**src/rtl/trigger_sim_pkg.sv**
```systemverilog
// Shared constants and helpers for the crank-trigger wheel simulator.
package trigger_sim_pkg;

    localparam int DEF_TEETH_TOTAL   = 60;
    localparam int DEF_TEETH_MISSING = 2;
    localparam int DEF_PERIOD_W      = 24;
    localparam int DEF_HALF_PERIOD   = 2000;
    localparam int DEF_CAM_TEETH     = 3;
    localparam int MIN_HALF_PERIOD   = 2;

    // Two phase steps per tooth position: high half then low half.
    function automatic int phase_width(input int teeth_total);
        return $clog2(2 * teeth_total);
    endfunction

endpackage

```
**src/rtl/tick_prescaler.sv**
```systemverilog
// Half-tooth prescaler: one-cycle tick every active_period enabled clocks, restartable on period apply.
module tick_prescaler
    import trigger_sim_pkg::*;
#(
    parameter int PERIOD_W = DEF_PERIOD_W
) (
    input  logic                clock,
    input  logic                reset,
    input  logic                enable,
    input  logic                restart,
    input  logic [PERIOD_W-1:0] active_period,
    output logic                tick
);

    logic [PERIOD_W-1:0] count;
    logic                at_end;

    // >= rather than == so a shrinking period can never strand the count above the terminal value.
    assign at_end = (count >= (active_period - PERIOD_W'(1)));
    assign tick   = enable && at_end;

    always_ff @(posedge clock or posedge reset) begin
        if (reset) begin
            count <= '0;
        end else if (restart || tick) begin
            count <= '0;
        end else if (enable) begin
            count <= count + PERIOD_W'(1);
        end
    end

endmodule

```
**src/rtl/trigger_wheel_sim.sv**
```systemverilog
// N-minus-M crank trigger wheel generator with revolution sync, tooth index and runtime period reload.
// Optional cam-phase output is built when TRIGGER_SIM_CAM_EN is defined; otherwise cam_out is tied low.
module trigger_wheel_sim
    import trigger_sim_pkg::*;
#(
    parameter int TEETH_TOTAL         = DEF_TEETH_TOTAL,
    parameter int TEETH_MISSING       = DEF_TEETH_MISSING,
    parameter int PERIOD_W            = DEF_PERIOD_W,
    parameter int DEFAULT_HALF_PERIOD = DEF_HALF_PERIOD,
    parameter int CAM_TEETH           = DEF_CAM_TEETH
) (
    input  logic                             clock,
    input  logic                             reset,
    input  logic                             enable,
    input  logic [PERIOD_W-1:0]              half_period_in,
    input  logic                             half_period_load,
    output logic                             period_ack,
    output logic                             crank_out,
    output logic                             sync_out,
    output logic [$clog2(TEETH_TOTAL)-1:0]   tooth_index,
    output logic                             cam_out
);

    localparam int PHASE_W = phase_width(TEETH_TOTAL);
    localparam int IDX_W   = $clog2(TEETH_TOTAL);

    localparam logic [PHASE_W-1:0]  PHASE_LAST = PHASE_W'(2 * TEETH_TOTAL - 1);
    localparam logic [PHASE_W-1:0]  GAP_START  = PHASE_W'(2 * (TEETH_TOTAL - TEETH_MISSING));
    localparam logic [PERIOD_W-1:0] MIN_P      = PERIOD_W'(MIN_HALF_PERIOD);
    localparam logic [PERIOD_W-1:0] DEF_P      = PERIOD_W'(DEFAULT_HALF_PERIOD);

    if (TEETH_TOTAL < 2 || TEETH_MISSING < 1 || TEETH_MISSING > TEETH_TOTAL - 1 ||
        DEFAULT_HALF_PERIOD < MIN_HALF_PERIOD || PERIOD_W < 2 ||
        $clog2(DEFAULT_HALF_PERIOD + 1) > PERIOD_W ||
        CAM_TEETH < 1 || CAM_TEETH > TEETH_TOTAL) begin : g_param_check
        $fatal(1, "trigger_wheel_sim: illegal parameter set");
    end

    logic [PHASE_W-1:0]  phase;
    logic [PERIOD_W-1:0] active_period;
    logic [PERIOD_W-1:0] pending_period;
    logic                pending_valid;
    logic                tick;
    logic                at_phase0;
    logic                apply;

    assign at_phase0 = (phase == '0);
    // Only swap periods at the revolution boundary, unless the wheel is frozen.
    assign apply     = pending_valid && ((tick && at_phase0) || !enable);

    tick_prescaler #(
        .PERIOD_W (PERIOD_W)
    ) u_prescaler (
        .clock         (clock),
        .reset         (reset),
        .enable        (enable),
        .restart       (apply),
        .active_period (active_period),
        .tick          (tick)
    );

    always_ff @(posedge clock or posedge reset) begin
        if (reset) begin
            active_period  <= DEF_P;
            pending_period <= DEF_P;
            pending_valid  <= 1'b0;
            period_ack     <= 1'b0;
        end else begin
            period_ack <= apply;
            if (apply) begin
                active_period <= pending_period;
            end
            // A load coinciding with apply stays pending; the older value is the one applied.
            if (half_period_load) begin
                pending_period <= (half_period_in < MIN_P) ? MIN_P : half_period_in;
                pending_valid  <= 1'b1;
            end else if (apply) begin
                pending_valid  <= 1'b0;
            end
        end
    end

    always_ff @(posedge clock or posedge reset) begin
        if (reset) begin
            phase       <= '0;
            crank_out   <= 1'b0;
            sync_out    <= 1'b0;
            tooth_index <= '0;
        end else begin
            sync_out <= tick && at_phase0;
            if (tick) begin
                crank_out   <= (phase < GAP_START) ? ~phase[0] : 1'b0;
                tooth_index <= phase[PHASE_W-1:1];
                phase       <= (phase == PHASE_LAST) ? '0 : phase + PHASE_W'(1);
            end
        end
    end

`ifdef TRIGGER_SIM_CAM_EN
    logic rev_parity;

    always_ff @(posedge clock or posedge reset) begin
        if (reset) begin
            rev_parity <= 1'b0;
            cam_out    <= 1'b0;
        end else if (tick) begin
            if (phase == PHASE_LAST) begin
                rev_parity <= ~rev_parity;
            end
            // Widened compare so CAM_TEETH == TEETH_TOTAL does not truncate.
            cam_out <= rev_parity &&
                       ({1'b0, phase[PHASE_W-1:1]} < (IDX_W + 1)'(CAM_TEETH));
        end
    end
`else
    assign cam_out = 1'b0;
`endif

endmodule

```
**config.mk**
```make
export PLATFORM = sky130hd
export DESIGN_NAME = trigger_wheel_sim
export DESIGN_NICKNAME = d
export VERILOG_FILES = /design/src/rtl/trigger_sim_pkg.sv /design/src/rtl/tick_prescaler.sv /design/src/rtl/trigger_wheel_sim.sv
export SDC_FILE = /design/constraint.sdc
export NUM_CORES = 1
export LEC_CHECK = 0
export CORE_AREA = 2 2 121 123
export CTS_BUF_LIST = sky130_fd_sc_hd__clkbuf_8
export DETAILED_ROUTE_END_ITERATION = 6
export DIE_AREA = 0 0 123 125
export PLACE_DENSITY = 0.61
export SYNTH_ARGS = -nofsm -noshare
export SYNTH_HDL_FRONTEND = slang
export SYNTH_HIERARCHICAL = 1
export SYNTH_SLANG_ARGS = --single-unit
```
**constraint.sdc**
```tcl
create_clock -name clock -period 7.9 [get_ports clock]
set_clock_uncertainty 0.05 [all_clocks]
set_input_delay 2.37 -clock clock [delete_from_list [all_inputs] [get_ports clock]]
set_output_delay 2.37 -clock clock [all_outputs]
set_load 0.05 [all_outputs]
```
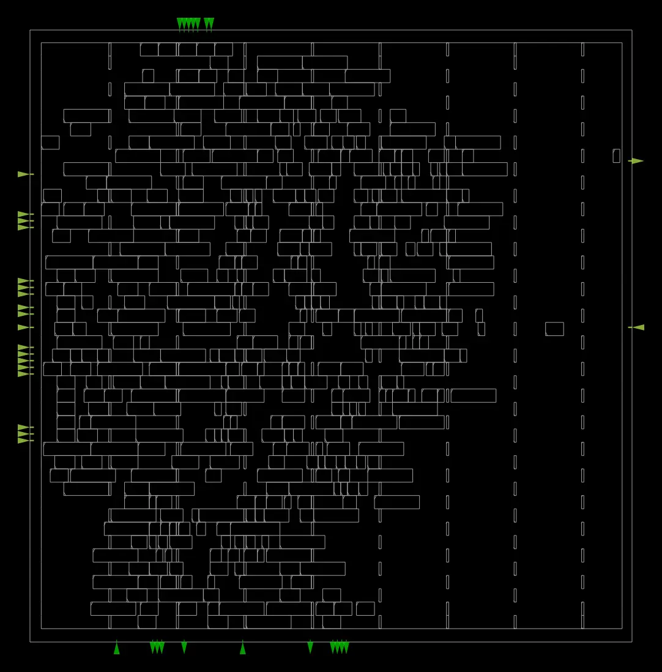
*Placed standard cells, run 1*
standard-cell rows: 44
tapcells inserted: 184
area of the core: 14200 um2
filler-free cell count of the finished design: 654

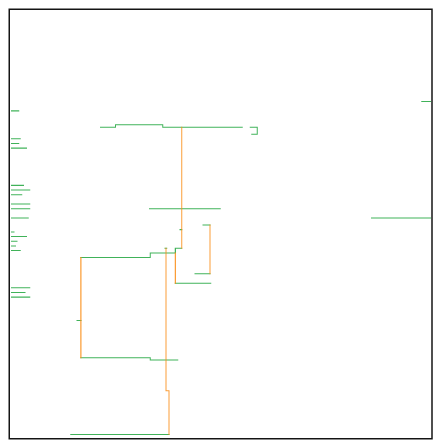
*Metal layers overlaid, run 1*
Two of the layers only.
orange -> M4  # wire length 143 um
green -> M3  # wire length 260 um
vias post-DR: 3227
per-cell routed wire length: 14.0 um
gr usage total: 12.8%
Routed Wire Length: 9170 um

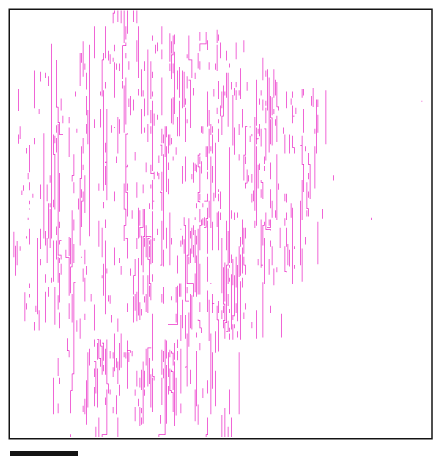
*Metal 2, run 1*
The bar under the picture is 20 um long.
wire length on this layer = 4190 um
nets with wire on the layer = 443
main direction = vertical
longest straight run = 56.8 um
share of all routed wire = 46%

==> run notes, run 1 <==
Notes from the flow run.

Setup path:
- The run gives the critical path data arrival time as 6.25 ns.
- The data required time reported for the critical path is 8.07 ns.
- The run puts the length in cells of the worst reg-to-reg path at 22.
- The run gives the kind of cell adding the most delay to the critical path as simple AND/OR/NAND/NOR gates.
- For the worst reg-to-reg path, the endpoint reported by OpenROAD is u_prescaler/count[23]$_DFFE_PP0P_.
- The run gives the slowest library cell on the worst path as a41oi_4.
- STA classifies the critical path endpoint as a register.
- The cell sequence reported for the critical path is nor3_4 > nand3b_2 > nor4_4 > nand3_1 > nor4_2 > xnor2_1 > ha_1 > nand4_1 > nor3_1 > a22oi_1 > and3_1 > a21boi_1 > buf_4 > nor4b_4 > a41oi_4 > inv_1 > o21ai_1 > nor4_4 > and4_1 > nand4_1 > xor2_1 > nor2_2.
- The run gives the type of the setup path with the least slack as reg2reg.
- The run gives the worst stage delay on the critical path as 0.56 ns.
- Setup slack on the worst reg-to-reg path comes out at 1.82 ns.

STA:
- OpenROAD reports that the post-layout worst path occupies 77.0% of the period.
- Static timing analysis puts the maximum clock frequency at 164 MHz.
- Setup repair after global routing left no endpoint under its margin.
- The run gives the final period demand of the worst path as 6.08 ns.
- Endpoints failing hold in the final report were tallied at 0.
- The run gives the final number of max-transition violations as 0.
- The run gives the normalized max-slew margin as 19.5%.
- The run puts the final tally of setup violations at 0.
- The run gives the measured slew at the worst slew-check pin as 1.20 ns.

Finish:
- In the layout the commonest cells are dfrtp_1, nor2_1, clkdlybuf4s50_1.
- Cells with a size suffix above 1 make up 23.0% of the layout.
- Leaving out fill and tap cells, the most frequent cell in the layout is dfrtp_1.
- The run gives the layout-stage area growth over the synthesis result as 14.0%.
- The run gives the summed area of non-filler cells in the final layout as 5640 um2.

Worst hold path:
- The run gives the endpoint with the worst hold slack as pending_period[14]$_DFFE_PP0P_.
- The run gives the worst min-delay path class as reg2reg.
- The run gives the depth of the worst hold-timing path as 1.

Placed design:
- The run puts the pre-CTS setup slack at 1.49 ns.
- Per the placement log, port buffering inserted 36 buffers.
- The run puts the global placement routability congestion at 0.765.

Clock network:
- The run gives the clock tree root driver cell as clkbuf_8.
- The run puts the hold buffer count at CTS at 0.
- The run gives the depth of the CTS H-tree as 3.
- The run puts the clock latency of the later-clocked register in the worst-skew pair at 0.37 ns.
- TritonCTS built the clock tree.
- On the worst setup and hold paths after CTS, the clock-pin slew comes to 0.09 ns.
- The clock drives 89 sinks.
- The run puts the worst-case clock buffer depth at 2.

Yosys:
- The run gives the number of enable flip-flop cells as 0.
- The run gives the leading register cell type out of synthesis as dfrtp_1.
- The run puts the gate count of the mapped netlist at 431.
- The number of nets in the synthesized netlist is 487.
- The run gives the proportion of synthesized area in mux cells as 13.9%.
- Of the combinational cells, the family taking the most area is simple AND/OR/NAND/NOR gates.
- Once synthesis finished, the tally of register bits stood at 89.
- Counting flops with an async set or reset pin after synthesis yields a share of 100%.
- The run gives the post-synthesis instance area as 4950 um2.
- The run gives the post-synthesis chip area from yosys as 4950 um2.
- The run puts the adder-cell share of the synthesized area at 7.08%.
- The run puts the synthesized-area fraction occupied by xor and xnor cells at 7.61%.
- Yosys mapped the design onto 60 distinct sky130hd cell types.
- The run puts the tally of yosys warning messages at 6.

Power:
- The run gives the reported net switching power as 0.300 mW.
- The run puts the worst voltage drop across the vdd grid at 130 uV.
- The run puts the portion of total power attributed to sequential cells at 54.0%.
- The run gives the internal cell power as 0.734 mW.
- Per the summary, power density relative to cell area is 183 nW/um2.
- The run puts the switching share of power at 29.0%.

Detailed routing:
- The script parses the final routing iteration and logs DRC violations as 0.
- After detailed routing, the number of vias per cell comes to 4.93.
- Per the post-route antenna check, the number of violating nets is 0.
- The run puts the DRC marker count from the first detailed-route iteration at 87.

Global routing:
- The run gives the first-pass GRT wire length as 15800 um.
- The run puts the initial antenna violation count at 0.
- The via count of the first global-routing pass came to 3244.
- The run gives the largest net degree at the start of global routing as 66.

Floorplan:
- The run puts the share of the core filled by cells before placement at 34.8%.
- The run puts the number of top-level pins at 38.

Job:
- Summing over the stages, the warning tally comes to 27.
- The run gives the max-capacitance violation count as 0.

Outcome:
- The run finished with clean final reports.
[run 1: synth_stat cells (all sizes together), types with 4 or more instances]
master	number	area, um2
a21oi	11	55.1
dfstp	12	315
mux2	54	679
nand3	9	50.1
xnor2	21	184
nor3	13	96.4
xor2	22	193
a31oi	4	31.3
buf	12	85.1
nor2b	5	31.3
ha	28	350
clkbuf	4	15.0
o21ai	11	55.1
nand2	27	101
nand4	15	100
nand2b	5	31.3
inv	11	41.3
dfrtp	77	1930
nor4	10	105
nor2	43	169
[run 1: cells by family (layout without fill, tap and decap cells)]
kind of cell    after synthesis  count (layout)
compound gates               46              46
mux                          55              55
other cells                   1               1
flops                        89              89
fa+ha+maj                    28              28
simple gates                142             142
buf+inv                      27              66
xor+xnor                     43              43
[run 1: per-layer routing]
layer | global-route usage (%) | part of all wire [%] | wire [um] | vias to the layer above
met5 | 0 | 0 | 0 | -
met3 | 2.87 | 2.8 | 260 | 12
li1 | - | - | - | 1604
met2 | 19.4 | 46 | 4190 | 36
met4 | 4.28 | 1.6 | 143 | 0
met1 | 18.1 | 50 | 4580 | 1575
[run 1: worst max path at each step]
stage / end / slack, ns / startpoint / depth (start not counted)
after CTS: u_prescaler/count[23]$_DFFE_PP0P_ / 1.77 / active_period[3]$_DFFE_PP0P_ / 22
after global placement: u_prescaler/count[20]$_DFFE_PP0P_ / 1.66 / enable / 12
after global routing: u_prescaler/count[20]$_DFFE_PP0P_ / 1.30 / active_period[3]$_DFFE_PP0P_ / 21
final: u_prescaler/count[23]$_DFFE_PP0P_ / 1.82 / active_period[3]$_DFFE_PP0P_ / 22
after floorplan: u_prescaler/count[23]$_DFFE_PP0P_ / 2.89 / enable / 14
after detailed placement: u_prescaler/count[23]$_DFFE_PP0P_ / 1.49 / enable / 12
[run 1: layout make-up]
class / count / area [um2]
fill: 1385 / 8560
multi-input combinational: 315 / 2570
sequential: 89 / 2240
timing repair buffer: 39 / 383
tap: 184 / 230
clock buffer: 10 / 138
clock inverter: 6 / 43.8
inverter: 11 / 41.3
[run 1: stage by stage]
stage / std cells / total power, mW / hold WS [ns] / util (%)
CTS: 654 / 1.05 / 0.464 / 39.7
global route: 654 / 1.09 / 0.477 / 39.7
finish: 654 / 1.03 / 0.460 / 39.7
detailed placement: 638 / 0.758 / 0.441 / 38.5
global placement: 638 / 0.746 / 0.443 / 38.5
floorplan: 431 / 0.701 / 0.427 / -
[run 1: power groups by stage]
| stage | Combinational [mW] | Clock, mW | Sequential [mW] |
|---|---|---|---|
| after floorplan | 0.148 | 0 | 0.553 |
| after global placement | 0.181 | 0 | 0.564 |
| after detailed placement | 0.192 | 0 | 0.567 |
| after CTS | 0.192 | 0.298 | 0.558 |
| after global routing | 0.214 | 0.315 | 0.565 |
| final | 0.190 | 0.286 | 0.558 |
[run 1: registers in the layout, summed over array words and instances (netlist names)]
register	count
active_period	24
pending_period	24
u_prescaler/count	24
phase	7
tooth_index	6
crank_out	1
pending_valid	1
period_ack	1
sync_out	1
## Run 2: what changed since run 1
Clock period 7.9 ns to 6 ns, I/O delays scaled along.
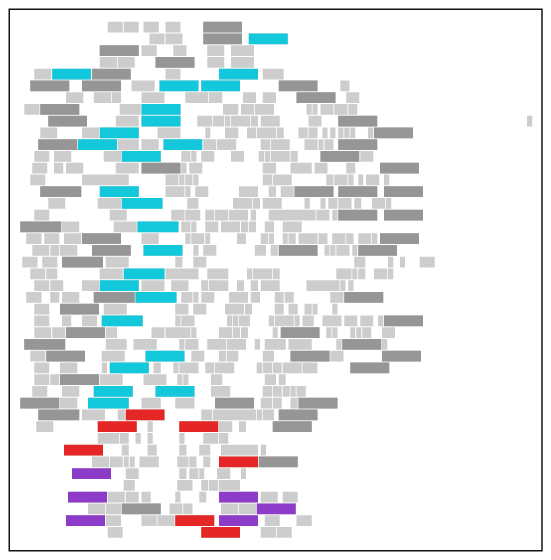
*Sequential cells coloured by netlist name, run 2*
cyan -> `active_period`  # placed flops 24
red -> `phase`  # placed flops 7
purple -> `tooth_index`  # placed flops 6
not coloured = 52
flop share of the area: 39.4%
Post-Route Utilization: 40.1%
sequential group power: 0.735 mW
sequential cell area: 2240 um2

==> run 2 against run 1 <==
Effect of this change:
- via count is essentially flat
- power rose by 39%
- clock power up 58%
- flip-flop count unchanged
- sequential power grew 32%
- utilization grew 0.38 points
- register-to-register slack worse by 1.0 ns
- critical path type unchanged
==> run notes, run 2 <==
Notes from the flow run.

Yosys:
- The run gives the number of enable flip-flop cells as 0 (unchanged).
- The proportion of synthesized area in mux cells came to 13.9% (unchanged).
- The run puts the proportion of netlist area held by the largest area contributor at 38.9% (unchanged).
- The run puts the adder-cell share of the synthesized area at 7.08% (unchanged).
- The main area contributors are dfrtp_1, mux2_2, ha_1.
- The count of distinct cell types in the synthesized netlist came to 60 (unchanged).
- The run puts the fraction of registers with async set/reset at 100% (unchanged).
- The run puts the synthesized flop and latch total at 89 (unchanged).
- dfrtp_1 takes more of the synthesized area than any other cell.
- The run puts the gate count of the mapped netlist at 431 (unchanged).
- Looking at the gate-level netlist, the highest instance count belongs to dfrtp_1.
- The tally of yosys warning messages was 6 (unchanged).
- The run puts the floorplan net count at 487 (unchanged).
- The post-synthesis instance area came to 4950 um2 (unchanged).
- Among the non-sequential cells, simple AND/OR/NAND/NOR gates take the most area.
- The run gives the post-synthesis chip area from yosys as 4950 um2 (unchanged).
- Counting instances in the post-synthesis netlist gives the leading cell types as dfrtp_1, nor2_1, mux2_2.
- The synthesized-area fraction occupied by xor and xnor cells came to 7.61% (unchanged).
- The run gives the leading register cell type out of synthesis as dfrtp_1.

Setup path:
- The required time at the worst-slack endpoint came to 6.20 ns (-1.87 ns).
- The run gives the critical path data arrival time as 5.38 ns (-0.87 ns).
- The run gives the kind of end point of the critical path as a register.
- Looking at the critical path, the highest net fanout was 18.
- The critical path is of the reg2reg type.
- The run gives the length in cells of the worst reg-to-reg path as 22 (unchanged).

Detailed routing:
- The run gives the DRC marker count from the first detailed-route iteration as 119 (+37%).
- The run gives the number of DRC violations after detailed routing as 0 (unchanged).
- The run puts the total wirelength of the detailed-routed design at 9020 um (-1.7%).
- The run puts the total number of vias at 3229 (+0.062%).
- The run gives the mean number of vias per cell as 4.92 (-0.24%).
- The run puts the number of routed nets with antenna violations at 0 (unchanged).
- The run gives the average wire per standard cell as 13.8 um (-2.0%).

Power:
- The run gives the portion of total power attributed to sequential cells as 51.3% (-2.7 points).
- The total power per unit cell area came to 251 nW/um2 (+37%).
- The internal cell power came to 1.04 mW (+41%).
- The run gives the worst voltage drop across the vdd grid as 145 uV (+11%).
- The run puts the part of the power in the clock network at 31.5%.
- The run gives the reported net switching power as 0.395 mW (+32%).
- The run gives the switching share of power as 27.6% (-1.4 points).

Finish:
- Per the run report, area growth between synthesis and finish was 15.1%.
- The summed area of non-filler cells in the final layout came to 5700 um2 (+0.95%).
- Per the cell usage report, the commonest logic cell in the layout is dfrtp_1.
- The share of layout cells above drive strength 1 is 23.1% (+0.11 points).
- The largest registers in the layout are active_period (24), pending_period (24), u_prescaler/count (24).
- In the layout the commonest cells are dfrtp_1, nor2_1, clkdlybuf4s50_1.

Worst hold path:
- The run gives the depth of the worst hold-timing path as 1 (unchanged).
- The most critical min-delay path falls under reg2reg.

Placed design:
- The run gives the global placement routability congestion as 0.817 (+6.9%).
- The tally of buffers added on design ports was 36 (unchanged).

Job:
- The run gives the OpenROAD warning count as 27 (unchanged).
- The run gives the max-capacitance violation count as 0 (unchanged).

Global routing:
- The via count of the first global-routing pass is 3165 (-2.4%).
- The total track usage is 12.6% (-0.23 points).
- The run gives the initial antenna violation count as 0 (unchanged).
- The largest net degree at the start of global routing was 66 (unchanged).
- The run gives the first-pass GRT wire length as 15400 um (-2.7%).

STA:
- The minimum hold slack is 0.460 ns (-0.0000420 ns).
- The final tally of setup violations came to 0 (unchanged).
- The run gives the final period demand of the worst path as 5.18 ns (-0.902 ns).
- The run puts the measured slew at the worst slew-check pin at 0.893 ns (-0.310 ns).
- The normalized max-slew margin was 40.4% (+21 points).
- The run puts the final critical-path share of the clock period at 86.4% (+9.4 points).
- The hold violation total from the final report is 0 (unchanged).
- The maximum operating frequency is 193 MHz (+17%).
- The run gives the final number of max-transition violations as 0 (unchanged).
- Setup repair after global routing left no endpoint under its margin.

Clock network:
- The clock latency of the later-clocked register in the worst-skew pair is 0.37 ns (about the same).
- Clock tree synthesis selected as its root buffer the cell clkbuf_8.
- The run gives the hold buffer count at CTS as 0 (unchanged).
- The run gives the depth of the CTS H-tree as 3 (unchanged).
- The run puts the clock slew at the register clock pins of the worst setup and hold paths at 0.09 ns (about the same).
- TritonCTS built the clock tree.
- The run gives the number of clock sinks as 89 (unchanged).
- The worst-case clock buffer depth is 2 (unchanged).

Outcome:
- The flow ran to the end, and the final reports show no timing, DRC or antenna violations.

Floorplan:
- The area of the core came to 14200 um2 (unchanged).
- The run gives the number of top-level pins as 38 (unchanged).
- The run puts the share of the core filled by cells before placement at 34.8% (unchanged).
- The number of core rows was 44 (unchanged).
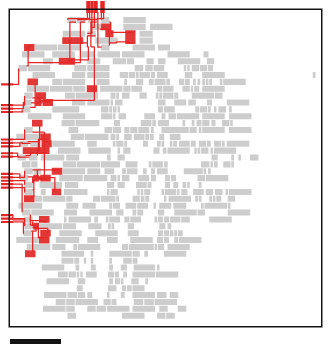
*Wires at chosen ports, followed through buffers, run 2*
The bar under the picture is 20 um long.
red -> `half_period_in`  # direction input, end cells 30, buffers 24, wire 559 um

run 2: routing by layer:
| layer | wire length, um | track usage, % | vias to the layer above |
|---|---|---|---|
| met1 | 4610 | 17.8 | 1574 |
| li1 | - | - | 1612 |
| met3 | 216 | 2.87 | 7 |
| met2 | 4060 | 18.7 | 36 |
| met4 | 139 | 4.61 | 0 |
| met5 | 0 | 0 | - |
run 2: final timing paths:
path | slack [ns] | start | endpoint
hold / removal | 0.46 | pending_period[0]$_DFFE_PP0P_ | active_period[0]$_DFFE_PP0P_
setup / recovery | 0.82 | active_period[3]$_DFFE_PP0P_ | u_prescaler/count[20]$_DFFE_PP0P_
min in group asynchronous | 1.93 | reset | u_prescaler/count[11]$_DFFE_PP0P_
setup reg to reg | 0.82 | active_period[3]$_DFFE_PP0P_ | u_prescaler/count[20]$_DFFE_PP0P_
hold reg to reg | 0.46 | pending_period[0]$_DFFE_PP0P_ | active_period[0]$_DFFE_PP0P_
max in group asynchronous | 3.39 | reset | tooth_index[3]$_DFFE_PP0P_
run 2: cell families after synthesis:
family	count (synthesis)
xor gates and xnor gates	43
other	1
buffers and inverters	27
adders and majority gates	28
AOI/OAI and AO/OA	46
DFF	89
muxes	55
and+or+nand+nor	142
run 2: power by group through the flow:
stage          clock (mW)  sequential, mW  combinational (mW)
6_report            0.451           0.735               0.247
5_1_grt             0.492           0.746               0.279
4_1_cts             0.465           0.735               0.251
3_5_place_dp            0           0.747               0.249
3_3_place_gp            0           0.744               0.241
2_1_floorplan           0           0.728               0.194
run 2: layout make-up:
cell class | instances | area [um2]
tap | 184 | 230
fill | 1386 | 8510
multi-input combinational | 315 | 2570
sequential | 89 | 2240
clock buffer | 9 | 124
clock inverter | 7 | 96.3
timing repair buffer | 41 | 398
inverter | 11 | 41.3
run 2: metrics by stage:
step                worst slack [ns]  cells  total power [mW]
CTS                            0.771    656              1.45
floorplan                       1.11    431             0.922
finish                         0.818    656              1.43
detailed placement             0.788    640             0.996
global route                   0.342    656              1.52
global placement               0.919    640             0.986
run 2: critical path, stage by stage (launching register included):
cell	delay [ns]
dfrtp_1	0.45
nor3_4	0.27
nand3b_2	0.14
nor4_4	0.26
nand3_1	0.22
nor4_2	0.21
xnor2_1	0.10
ha_1	0.29
nand4_1	0.19
nor3_1	0.22
a22oi_1	0.10
and3_1	0.28
a21boi_1	0.15
buf_4	0.25
nor4b_4	0.31
a41oi_4	0.15
inv_1	0.24
o2111ai_2	0.21
nor3_2	0.40
nand4_1	0.22
nor2_1	0.18
xnor2_1	0.15
nor2_2	0.05
Power is estimated from default activity; no workload was simulated.
